pdn.png
Bar = 20 um. Pins as bars on the die edge.
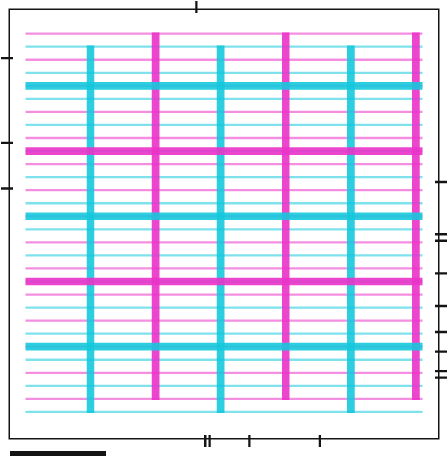
cell_classes.png
Bar = 20 um.
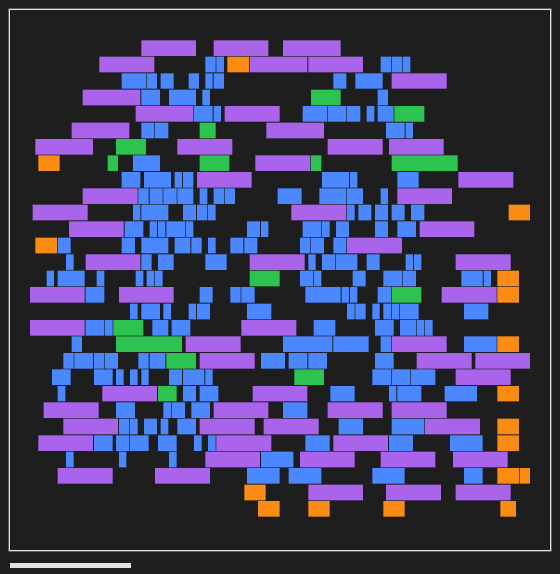
clock_map.png
Bar = 20 um.
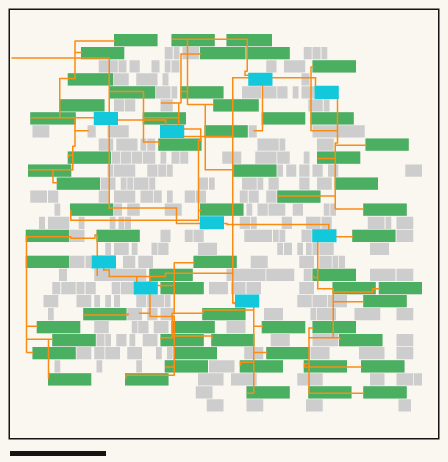
metal_stack.png
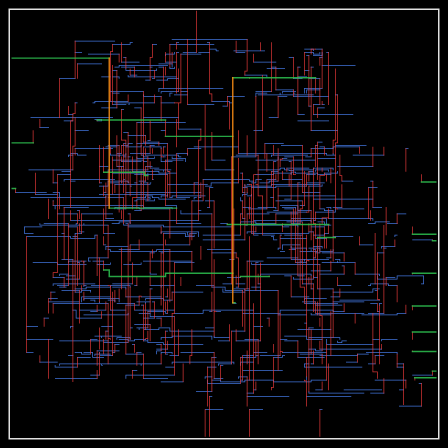
final_congestion.png
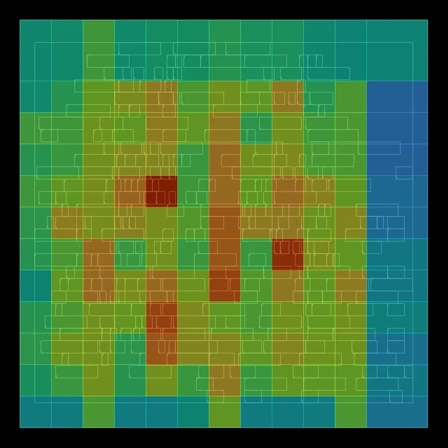
Design ps2_key_encoder, sky130hd; sources not shown.
==> job_summary.md <==
## Implementation flow summary

| Metric | Value |
|---|---|
| Die Size | `0.00797 mm^2` |
| Grt ovf | `0` |
| Seq pwr share | `44.1%` |
| Ant. Diodes | `0` |
| Yosys stat area | `0.00298 mm^2` |
| Pint | `776 uW` |
| Flip-flops with a built-in enable | `0` |
| Synth cell types | `43` |
| Fp util | `45.6%` |
| Largest net degree at the start of global routing | `63` |
| Remaining DRCs | `0` |
| Max-cap viol count | `0` |
| Setup violators final | `0` |
| Main flop type | `dfrtp_1` |
| CTS clk-pin slew, worst paths | `0.07 ns` |
| # nets final | `298` |
| Mapped cell area | `0.00298 mm^2` |
| # Cells Yosys | `263` |
| Clk sinks | `62` |
| Number of global-route vias before repair | `1901` |
| Final Max Slew Viols | `0` |
| Layout cells sized above 1 | `16.6%` |
| RSZ-0062 raised after global routing | `false` |
| Switching power | `351 uW` |
| Largest type area fraction | `46.2%` |
| Tmin final | `3.03 ns` |
| Final setup margin | `3.17 ns` |
| Sw frac | `31.1%` |
| Worst hold path type | `flip-flop to flip-flop` |
| Critical Path Most Common Cell | `inv_1` |
| Tool warning count | `30` |
| Worst path required time | `5.27 ns` |
| Reg2Reg Depth | `5` |
| Hold Vio Cnt, Final | `0` |
| Run status | `finished clean` |
| Worst-path cell chain | `inv_1 -> ha_1 -> nor3b_1 -> inv_1 -> clkdlybuf4s50_1` |
| Top post-synthesis cells by area | `dfrtp_1 (46%), dfstp_2 (6.2%), mux2_2 (4.9%), xnor2_1 (4.1%), mux2_4 (4.0%)` |
| Hold_buf cts | `0` |
| CTS Buf Count | `9` |
| Synth Seq Share | `52.4%` |
| # IOs | `17` |
| Crit-path slowest cell | `clkdlybuf4s50_1` |
| FILL cells | `601` |
| Crit-path max cell delay | `0.62 ns` |
| Syn_area_per_cell | `11.3 um^2` |
| Critical path type | `flip-flop to primary output` |
| Largest area contributor in the netlist | `dfrtp_1` |
| First-pass GRT wire length | `9010 um` |
| Via density | `5.31` |
| Worst-margin pin slew | `0.767 ns` |
| Final Cycle Share | `48.9%` |
| Post-Place Setup Slack | `3.53 ns` |
| Area delta synth->final | `14.7%` |
| Postcts setup bufs | `0` |
| Combinational share of power | `21.9%` |
| Max FO, Critical Path | `7` |
| YS warnings | `0` |
| Clock buffer depth | `2` |
| Routability-driven placement congestion ratio | `0.861` |
| H-Tree Depth | `3` |
| Hold Path Depth | `0` |
| P_leak | `1.56 nW` |
| Worst setup EP type | `primary output` |
| Synth cell count leaders | `dfrtp_1 (55), nor2_1 (29), nand2_1 (15)` |
| Cells after Synth | `263` |
| Power density cells | `330 mW/mm^2` |
| Clock power share | `34.0%` |
| Highest clock rate | `330 MHz` |
| Setup TNS | `0 ns` |
| CTS tree | `done` |
| Max-slew headroom | `48.9%` |
| Count leader, synth | `dfrtp_1` |
| I/O Buffers | `16` |
| Reg2Reg Setup Slack | `3.68 ns` |
| Max FFs per register | `15` |
| Hpwl dp | `3300 um` |
| Registers, synthesis | `62` |
| Initial antenna violation count | `0` |
| Async S/R FF share, synth | `100%` |
| Initial DRC Count | `67` |
| Clock root cell | `clkbuf_8` |
| Antenna-violating nets left | `0` |
| Synth Net Count | `276` |
| CP Launch Type | `flip-flop` |
| DR pass1 iterations | `4` |
| Arrival @ worst endpoint | `2.10 ns` |
| Post-CTS sizing | `0` |
-- pdn.png (at the start) --
[magenta] VDD
[cyan] VSS
met5 straps: 5
met4 straps: 6
die height: 89.3 um
Core Region: 0.00653 mm^2
chip width: 89.3 um
peak supply drop: 234 uV

-- cell_classes.png (at the start) --
[purple] flip-flops | cells: 62
[blue] all other logic | cells: 195
[green] clock drivers and dummy loads | cells: 15
[orange] other buffers and delay cells | cells: 17
Seq area share: 45.6%
Post-Layout Inst Area: 0.00342 mm^2
std cell rows: 29
Post-Route Utilization: 52.3%

-- clock_map.png (at the start) --
[orange] clock wires | length: 873 um
[green] flip-flops | count: 62
[cyan] cells driving clock nets | count: 9
routed clock nets: 10
flops lie: spread over the die
Clock Power: 383 uW
Final Skew: 0.00894 ns
Late-Pin Clk Latency: 0.34 ns

-- metal_stack.png (at the start) --
[green] met3 | wire length: 188 um
[red] met2 | wire length: 2230 um
[blue] met1 | wire length: 2460 um
[orange] met4 | wire length: 78.2 um
total number of vias: 1945
Avg WL per Cell: 13.5 um
aggregate global-route resource usage: 14.7%
routed wire length: 4950 um

-- final_congestion.png (at the start) --
GRT met1 Usage: 19.8%
met3 track demand over resource: 5.44%
most used routing layer: met2
met2 usage: 21.9%

worst max-delay path: cells and delay by family, from the launching register on:
kind	cells	cell delay, ns
flops	1	0.45
simple gates	1	0.30
fa+ha+maj	1	0.16
buf+inv	3	0.87
logic make-up after synthesis:
kind of cell,Yosys count,synth area share [%]
flip-flops,62,52.4
multiplexers,23,9.61
adder cells (fa/ha/maj),9,3.78
AND-OR/OR-AND,27,6.17
buffers and inverters,19,2.69
XOR/XNOR,25,8.06
AND/OR/NAND/NOR,98,17.3
cell usage in the layout, fill, tap and decap left out, types with 2 or more instances in the layout:
master and count:
a21oi_1 7, a22o_1 3, a31oi_1 4, a41oi_1 2, and2_1 2, and3_1 8, bufinv_16 2, clkbuf_8 9
clkdlybuf4s50_1 15, clkinv_2 2, dfrtp_1 55, dfstp_2 7, ha_1 9, inv_1 13, mux2_2 13, mux2_4 8
mux2i_1 2, nand2_1 15, nand2b_1 2, nand3_1 9, nand4_1 8, nor2_1 29, nor2b_1 10, nor3_1 5
nor3b_1 3, o2111ai_1 2, o21ai_0 2, o22ai_1 2, xnor2_1 14, xor2_1 9
cell type report:
cell class              count  area, um^2  share of cell area (%)
clock buffers               9         124                    3.62
repair buffers             17         163                    4.76
multi-input cells         182        1340                    39.2
inverters                  13        48.8                    1.43
flip-flops and latches     62        1560                    45.6
clock inverters             6        86.3                    2.53
well taps                  77        96.3                    2.82
per-stage QoR:
stage / power (mW) / utilization [%] / cell area, um^2 / cells / hold slack [ns]
floorplan: 0.684 / - / 2980 / 263 / 0.345
global placement: 0.752 / 49.1 / 3210 / 351 / 0.347
detailed placement: 0.754 / 49.1 / 3210 / 351 / 0.348
CTS: 1.15 / 52.3 / 3420 / 366 / 0.358
global route: 1.20 / 52.3 / 3420 / 366 / 0.365
finish: 1.13 / 52.3 / 3420 / 366 / 0.356
routing by layer:
layer  up-vias  GRT usage [%]  routed length [um]
met1       955           19.8                2460
li1        955              -                   -
met5         -              0                   0
met3         7           5.44                 187
met4         0           5.28                  78
met2        28           21.9                2230
power groups by stage:
stage	clock network, mW	logic, mW	registers, mW
6_report	0.383	0.247	0.497
5_1_grt	0.413	0.283	0.504
4_1_cts	0.399	0.251	0.497
3_5_place_dp	0	0.249	0.504
3_3_place_gp	0	0.248	0.504
2_1_floorplan	0	0.191	0.493
No activity file was given, so power comes from the tool's default toggle rates.
